**config.mk**
```make
export PLATFORM = sky130hd
export DESIGN_NAME = mem_bus_arbiter
export DESIGN_NICKNAME = d
export VERILOG_FILES = /design/src/rtl/mem_bus_arbiter_pkg.sv /design/src/rtl/mem_tag_owner_table.sv /design/src/rtl/mem_bus_arbiter.sv
export SDC_FILE = /design/constraint.sdc
export NUM_CORES = 1
export LEC_CHECK = 0
export CAP_MARGIN = 20
export CORE_AREA = 5 5 173 175
export CTS_CLUSTER_DIAMETER = 200
export DETAILED_ROUTE_END_ITERATION = 6
export DIE_AREA = 0 0 178 180
export MAX_ROUTING_LAYER = met4
export SLEW_MARGIN = 10
export SYNTH_ARGS = -nofsm -noshare
export SYNTH_HDL_FRONTEND = slang
export SYNTH_SLANG_ARGS = --single-unit
```
**constraint.sdc**
```tcl
create_clock -name clock -period 10.9 [get_ports clock]
set_input_delay 2.18 -clock clock [delete_from_list [all_inputs] [get_ports clock]]
set_output_delay 2.18 -clock clock [all_outputs]
set_load 0.01 [all_outputs]
```
**src/rtl/mem_bus_arbiter_pkg.sv**
```systemverilog
// mem_bus_arbiter_pkg: shared bus command and tag owner encodings for the memory controller
package mem_bus_arbiter_pkg;
  localparam int XLEN = 32;
  localparam int TAG_W = 4;
  typedef enum logic [1:0] {BUS_NONE = 2'd0, BUS_LOAD = 2'd1, BUS_STORE = 2'd2} bus_command_t;
  typedef enum logic [1:0] {OWNER_NONE = 2'd0, OWNER_ICACHE = 2'd1, OWNER_DCACHE = 2'd2} mem_owner_t;
endpackage

```
**src/rtl/mem_tag_owner_table.sv**
```systemverilog
// mem_tag_owner_table: tags 1..15 -> owner; write port records, clear port reads and releases, count of owned tags
module mem_tag_owner_table
  import mem_bus_arbiter_pkg::*;
(
  input  logic             clock,
  input  logic             reset,
  input  logic             write_en,
  input  logic [TAG_W-1:0] write_tag,
  input  mem_owner_t       write_owner,
  output mem_owner_t       write_prior,
  input  logic             clear_en,
  input  logic [TAG_W-1:0] clear_tag,
  output mem_owner_t       clear_owner,
  output logic [4:0]       count
);
  mem_owner_t owner [16];
  assign write_prior = write_tag == '0 ? OWNER_NONE : owner[write_tag];
  assign clear_owner = clear_tag == '0 ? OWNER_NONE : owner[clear_tag];
  always_ff @(posedge clock) begin
    if (reset) begin
      for (int i = 0; i < 16; i++) owner[i] <= OWNER_NONE;
    end else begin
      if (clear_en) owner[clear_tag] <= OWNER_NONE;
      if (write_en) owner[write_tag] <= write_owner;
    end
  end
  always_comb begin
    count = '0;
    for (int i = 1; i < 16; i++) count = count + 5'(owner[i] != OWNER_NONE);
  end
endmodule

```
**src/rtl/mem_bus_arbiter.sv**
```systemverilog
// mem_bus_arbiter: icache/dcache arbitration onto one memory port with tag-based return routing
module mem_bus_arbiter
  import mem_bus_arbiter_pkg::*;
#(
  parameter int STARVE_LIMIT = 4
) (
  input  logic             clock,
  input  logic             reset,
  input  logic [1:0]       icache2ctlr_command,
  input  logic [XLEN-1:0]  icache2ctlr_addr,
  input  logic [1:0]       dcache2ctlr_command,
  input  logic [XLEN-1:0]  dcache2ctlr_addr,
  input  logic [63:0]      dcache2ctlr_data,
  input  logic [TAG_W-1:0] mem2ctlr_response,
  input  logic [63:0]      mem2ctlr_data,
  input  logic [TAG_W-1:0] mem2ctlr_tag,
  output logic [1:0]       ctlr2mem_command,
  output logic [XLEN-1:0]  ctlr2mem_addr,
  output logic [63:0]      ctlr2mem_data,
  output logic [TAG_W-1:0] Ctlr2icache_response,
  output logic [63:0]      Ctlr2icache_data,
  output logic [TAG_W-1:0] Ctlr2icache_tag,
  output logic [TAG_W-1:0] Ctlr2proc_response,
  output logic [63:0]      Ctlr2proc_data,
  output logic [TAG_W-1:0] Ctlr2proc_tag,
  output logic [4:0]       outstanding_cnt,
  output logic             tag_conflict
);
  localparam int SW = $clog2(STARVE_LIMIT + 1);
  logic [SW-1:0] starve_cnt;
  logic icache_req, dcache_req, grant_i, grant_d, accept, done, drop, overwrite;
  mem_owner_t write_prior, clear_owner;
  assign icache_req = icache2ctlr_command != BUS_NONE;
  assign dcache_req = dcache2ctlr_command != BUS_NONE;
  // dcache wins ties until icache has been refused STARVE_LIMIT cycles in a row
  assign grant_i = icache_req && (!dcache_req || starve_cnt == SW'(STARVE_LIMIT));
  assign grant_d = dcache_req && !grant_i;
  assign ctlr2mem_command = grant_i ? icache2ctlr_command : grant_d ? dcache2ctlr_command : BUS_NONE;
  assign ctlr2mem_addr = grant_i ? icache2ctlr_addr : grant_d ? dcache2ctlr_addr : '0;
  assign ctlr2mem_data = grant_d ? dcache2ctlr_data : '0;
  assign Ctlr2icache_response = grant_i ? mem2ctlr_response : '0;
  assign Ctlr2proc_response = grant_d ? mem2ctlr_response : '0;
  assign accept = (grant_i || grant_d) && mem2ctlr_response != '0;
  assign done = mem2ctlr_tag != '0 && clear_owner != OWNER_NONE;
  assign drop = mem2ctlr_tag != '0 && clear_owner == OWNER_NONE;
  // a tag completing in the same cycle it is reissued is a legal reuse, not a conflict
  assign overwrite = accept && write_prior != OWNER_NONE && !(done && mem2ctlr_tag == mem2ctlr_response);
  assign Ctlr2icache_tag = done && clear_owner == OWNER_ICACHE ? mem2ctlr_tag : '0;
  assign Ctlr2icache_data = done && clear_owner == OWNER_ICACHE ? mem2ctlr_data : '0;
  assign Ctlr2proc_tag = done && clear_owner == OWNER_DCACHE ? mem2ctlr_tag : '0;
  assign Ctlr2proc_data = done && clear_owner == OWNER_DCACHE ? mem2ctlr_data : '0;
  mem_tag_owner_table u_table (
    .clock(clock),
    .reset(reset),
    .write_en(accept && !reset),
    .write_tag(mem2ctlr_response),
    .write_owner(grant_i ? OWNER_ICACHE : OWNER_DCACHE),
    .write_prior(write_prior),
    .clear_en(done && !reset),
    .clear_tag(mem2ctlr_tag),
    .clear_owner(clear_owner),
    .count(outstanding_cnt)
  );
  always_ff @(posedge clock) begin
    if (reset) begin
      starve_cnt <= '0;
      tag_conflict <= 1'b0;
    end else begin
      starve_cnt <= icache_req && !(grant_i && accept)
        ? (starve_cnt == SW'(STARVE_LIMIT) ? starve_cnt : starve_cnt + 1'b1) : '0;
      if (drop || overwrite) tag_conflict <= 1'b1;
    end
  end
endmodule
```
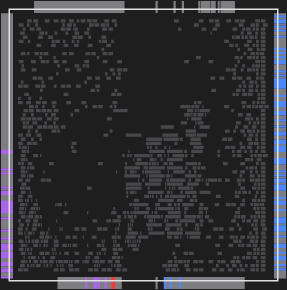
**Above:** run 1 (pin map).
Drawn at 1.5 px/µm. Pins as bars across the die edge, other pins in gray.
[red] `icache2ctlr_command` | pins: 2 | direction: input | edge: bottom
[purple] `dcache2ctlr_addr` | pins: 32 | direction: input | edge: 27 left, 5 bottom
[blue] `Ctlr2icache_data` | pins: 64 | direction: output | edge: 61 right, 3 bottom

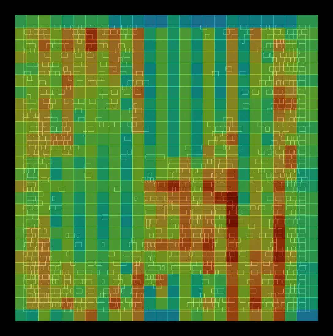
**Above:** run 1 (congestion heat map).
Final Core Density: 33.74%
per-cell routed wire length: 21.29 µm

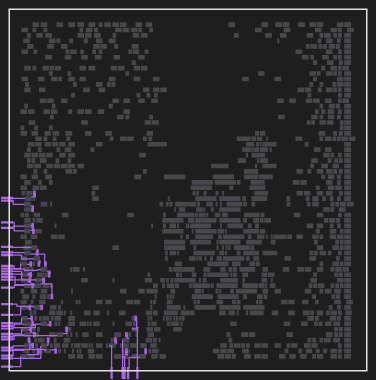
**Above:** run 1 (port wiring).
Drawn at 2 px/µm.
[purple] `dcache2ctlr_addr` | bits: 32 | direction: input | end cells: 32 | buffers: 32 | wire: 489 µm
I/O pins: 454
Port Buffers: 453

==> flow_summary.yaml, run 1 <==
# flow metrics
pwr:
  p_seq_share_pct: 18.4
  power_density_nw_per_um2: 92.62
  maxPowerGroup: "combinational logic"
  p_leak_nw: 3.525
  switching_share_pct: 34.45
  p_seq_mw: 0.163
  p_clk_share_pct: 18.4
final_layout:
  largestClassByArea: "non-clock buffers"
  reg_top3: "u_table.owner x32, starve_cnt x3, tag_conflict x1"
  seq_share_pct: 10.90
  ff_count: 36
  synthToLayoutAreaGrowth_pct: 112.2
  lay_top_cells: "clkdlybuf4s50_1 (453), and2_1 (208), nand2_1 (78)"
  final_cells: 1388
  finish.net_count: 1225
  antenna_cells: 1
  logic_area_um2: 3201
  num-fill-cells: 3000
  regArea_um2: 1041
  nonClockInverterCount: 13
  nNonClkBuffers: 460
  comb_area_share_pct: 33.50
  lay_top_count: "clkdlybuf4s50_1"
  top_register: "u_table.owner"
synth:
  yosysSeqAreaShare_pct: 23.12
  ys_warn_count: 0
  synth.avg_cell_area_um2: 7.645
  synthCells: 589
  mux_share_pct: 5.724
  yosysChipArea_um2: 4503
  edf_count: 32
  ys_seq_elements: 36
  ys_sh_xor_pct: 1.361
  synth-compound-area-share_pct: 10.81
  simple_gate_share_pct: 46.24
  logic_family: "simple AND/OR/NAND/NOR gates"
hold_path:
  min_from: "starve_cnt[1]"
  holdPathStages: 2
  hold_path.class: "reg -> reg"
worst_setup_path:
  crit_top_cell: "clkdlybuf4s50_1"
  startpoint_type: "primary input"
  path_max_fanout: 68
  critical_path.endpoint_type: "primary output"
  crit_chain: "clkdlybuf4s50_1, mux4_2, a22o_1, nor2_4, nor3b_4, buf_4, and2_1, clkdlybuf4s50_1"
  worst-r2r-cell-count: 5
  endpoint: "Ctlr2icache_data[22]"
  timing.rr.start: "u_table.owner[1][0]"
  slowest_delay_ns: 1.04
  r2r_end: "u_table.owner[4][1]"
  cp_top_family: "buffers and inverters"
  startpoint: "mem2ctlr_tag[1]"
floorplanning:
  die_area_um2: 32040
  fp-utilization_pct: 15.90
  core_um2: 28310
  std_cell_rows: 62
placement:
  placed_cell_area_um2: 9384
  gp_congestion: 0.8787
final_timing:
  finalClockPeriodUsage_pct: 72.16
  maxSlewViolCount: 0
  holdWs_ns: 0.4869
  finClkSkew_ns: 0.004873
  finalSetupTns_ns: 0
  setup_slack_ns: 3.035
  rsz0062_at_grt: "no"
global_routing:
  grtUsageMet3_pct: 6.471
  grt_pass1_wl_um: 40810
  grt_overflow_total: 0
  grt_max_degree: 82
routing:
  vias: 5733
  wl_met1_um: 10450
  wl_met2_um: 15290
  drt_first_iter_violations: 243
cts:
  clockBufferDepth: 2
  root_buffer: "clkbuf_16"
  postCtsHoldBufs: 0
  cts_made_buffers: 5
  post_cts_resized: 0
status:
  outcome: "finished, final reports clean"
job:
  log.warning_count: 27
**Run 1: register map, names as in the netlist**

Drawn at 1.5 px/µm. Other sequential cells in the stronger gray, the rest of the logic in the fainter gray.
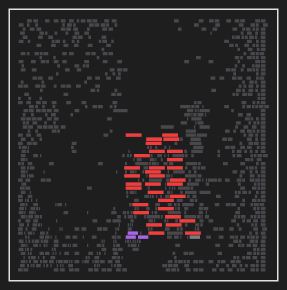

==> run 2: changes to the inputs <==
CORE_AREA = 5 5 171 173   (was 5 5 173 175)
DIE_AREA = 0 0 176 178   (was 0 0 178 180)
clock period = 7.4 ns   (was 10.9 ns; I/O delays follow)
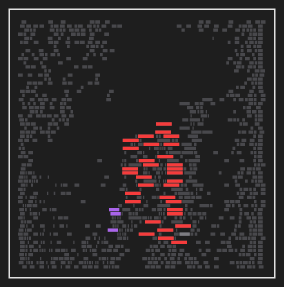
**Above:** run 2 (register map, names as in the netlist).
Drawn at 1.5 px/µm. Other sequential cells in the stronger gray, the rest of the logic in the fainter gray.
[purple] `starve_cnt` | flops: 3
[red] `u_table.owner` | flops: 32
not colored: 1

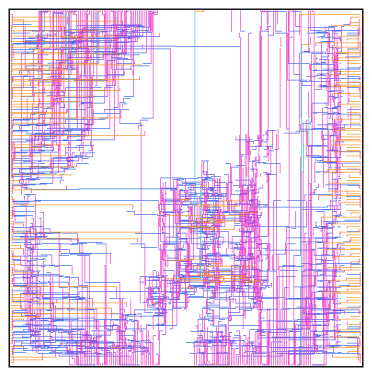
**Above:** run 2 (wiring by layer).
Drawn at 2 px/µm.
[cyan] metal 4 | wire length: 516 µm
[blue] metal 1 | wire length: 9940 µm
[magenta] metal 2 | wire length: 14000 µm
[orange] metal 3 | wire length: 3400 µm

==> run 2 against run 1 <==
Net effect: global-route usage down 0.56 points; die area fell by 2.2%; power grew 42%; clock skew is essentially flat; sequential share of layout area up 0.080 points; combinational power up 45%.
==> flow_summary.yaml, run 2 <==
# flow metrics
status:
  outcome: "finished, final reports clean"
final_layout:
  top_register: "u_table.owner"
  final_util_pct: 34.52
  synthToLayoutAreaGrowth_pct: 110.6
  antenna_cells: 5
  seq_share_pct: 10.98
  finish.net_count: 1227
  regArea_um2: 1041
  lay_top_count: "clkdlybuf4s50_1"
  reg_top3: "u_table.owner x32, starve_cnt x3, tag_conflict x1"
  nNonClkBuffers: 462
  largestClassByArea: "non-clock buffers"
  lay_top_cells: "clkdlybuf4s50_1 (453), and2_1 (208), nand2_1 (78)"
worst_setup_path:
  worst-r2r-cell-count: 5
  slowest_delay_ns: 0.60
  cp_top_family: "adder cells"
  startpoint_type: "flop"
  endpoint: "outstanding_cnt[3]"
  path_max_fanout: 2
  r2r_end: "u_table.owner[4][0]"
  critical_path.endpoint_type: "primary output"
  crit_top_cell: "fa_1"
cts:
  post_cts_resized: 0
  cts_made_buffers: 5
  root_buffer: "clkbuf_16"
routing:
  vias: 5804
  wl_met2_um: 14020
synth:
  synth-compound-area-share_pct: 10.81
  ys_seq_elements: 36
  simple_gate_share_pct: 46.24
  yosysSeqAreaShare_pct: 23.12
  logic_family: "simple AND/OR/NAND/NOR gates"
  ys_warn_count: 0
  ys_sh_xor_pct: 1.361
  synth.avg_cell_area_um2: 7.645
final_timing:
  maxSlewViolCount: 0
  finClkSkew_ns: 0.004562
  finalClockPeriodUsage_pct: 84.39
  holdWs_ns: 0.5150
  rsz0062_at_grt: "no"
pwr:
  switching_share_pct: 34.29
  maxPowerGroup: "combinational logic"
  p_seq_mw: 0.240
  p_clk_share_pct: 16.3
global_routing:
  grt_pass1_wl_um: 39260
  grtUsageMet3_pct: 6.952
floorplanning:
  core_um2: 27480
  die_area_um2: 31330
  std_cell_rows: 61
placement:
  portBuffers: 453
  gp_congestion: 0.8737
  placed_cell_area_um2: 9325
hold_path:
  min_from: "tag_conflict"
**Run 2: port wiring**

Drawn at 2 px/µm.
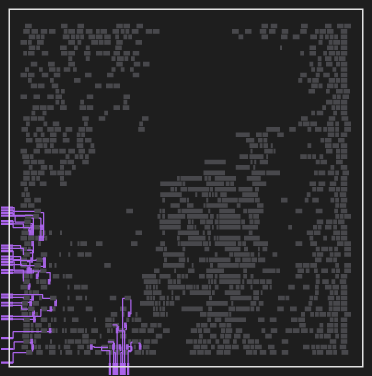

==> run 3: changes to the inputs <==
CORE_AREA = 5 5 175 177   (was 5 5 171 173)
DIE_AREA = 0 0 180 182   (was 0 0 176 178)
clock period = 5.57 ns   (was 7.4 ns; I/O delays follow)
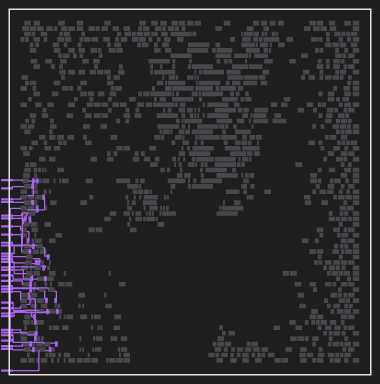
**Above:** run 3 (port wiring).
Drawn at 2 px/µm.
[purple] `dcache2ctlr_addr` | bits: 32 | direction: input | end cells: 32 | buffers: 32 | wire: 577 µm

==> run 3 against run 2 <==
Net effect: design area up 1.4%; die area up 4.6%; clock skew up 0.0020 ns; largest power group unchanged; final cell count up 3.6%; area after synthesis unchanged; critical path depth unchanged; first-iteration DRC count down 41%; synthesized cell count unchanged; non-clock buffer count up 4; critical path type unchanged; worst setup slack worse by 0.98 ns.
==> flow_summary.yaml, run 3 <==
# flow metrics
final_timing:
  finalSetupTns_ns: 0
  maxSlewViolCount: 0
  finClkSkew_ns: 0.006529
  setup_slack_ns: 0.1719
  holdWs_ns: 0.4807
synth:
  logic_family: "simple AND/OR/NAND/NOR gates"
  ys_warn_count: 0
  ys_sh_xor_pct: 1.361
  synthCells: 589
  synth-compound-area-share_pct: 10.81
  yosysChipArea_um2: 4503
  simple_gate_share_pct: 46.24
  synth.avg_cell_area_um2: 7.645
status:
  outcome: "finished, final reports clean"
global_routing:
  grt_pass1_wl_um: 40210
  grt_overflow_total: 0
  grtUsageMet3_pct: 6.190
  grt_max_degree: 69
routing:
  wl_met2_um: 14360
  drt_first_iter_violations: 211
  wl_per_cell_um: 20.29
  vias: 5784
final_layout:
  nonClockInverterCount: 13
  num-fill-cells: 3034
  final_util_pct: 33.05
  largestClassByArea: "non-clock buffers"
  synthToLayoutAreaGrowth_pct: 113.5
  logic_area_um2: 3218
  antenna_cells: 6
  comb_area_share_pct: 33.48
  nNonClkBuffers: 466
  ff_count: 36
  top_register: "u_table.owner"
  final_cells: 1405
  lay_top_cells: "clkdlybuf4s50_1 (449), and2_1 (208), nand2_1 (78)"
  reg_top3: "u_table.owner x32, starve_cnt x3, tag_conflict x1"
  regArea_um2: 1041
cts:
  postCtsHoldBufs: 0
  root_buffer: "clkbuf_16"
  post_cts_resized: 5
worst_setup_path:
  worst-r2r-cell-count: 5
  slowest_delay_ns: 0.52
  crit_chain: "or2_2, ha_4, fa_1, fa_1, fa_1, inv_1, fa_1, inv_1, ha_1, a21o_1, a21oi_1, xnor2_1, clkdlybuf4s15_1"
  endpoint: "outstanding_cnt[3]"
  startpoint_type: "flop"
  crit_top_cell: "fa_1"
  r2r_end: "u_table.owner[4][0]"
  critical_path.endpoint_type: "primary output"
  path_max_fanout: 2
placement:
  portBuffers: 453
  gp_congestion: 0.8739
floorplanning:
  core_um2: 29090
  die_area_um2: 32760
  fp-utilization_pct: 15.48
  ios: 454
hold_path:
  holdPathStages: 2
  hold_path.class: "reg -> reg"
pwr:
  maxPowerGroup: "combinational logic"
  switching_share_pct: 34.56
  p_leak_nw: 3.549
  p_clk_share_pct: 16.2
  power_density_nw_per_um2: 169.7
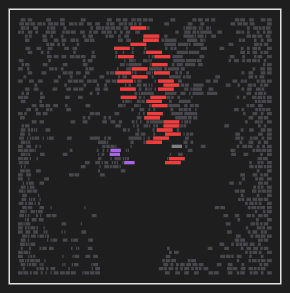
**Above:** run 3 (register map, names as in the netlist).
Drawn at 1.5 px/µm. Other sequential cells in the stronger gray, the rest of the logic in the fainter gray.
[red] `u_table.owner` | flops: 32
[purple] `starve_cnt` | flops: 3
Seq/total area: 10.83%
P_seq: 0.318 mW

Power figures rest on the tool's default switching activity, not on a simulated workload.
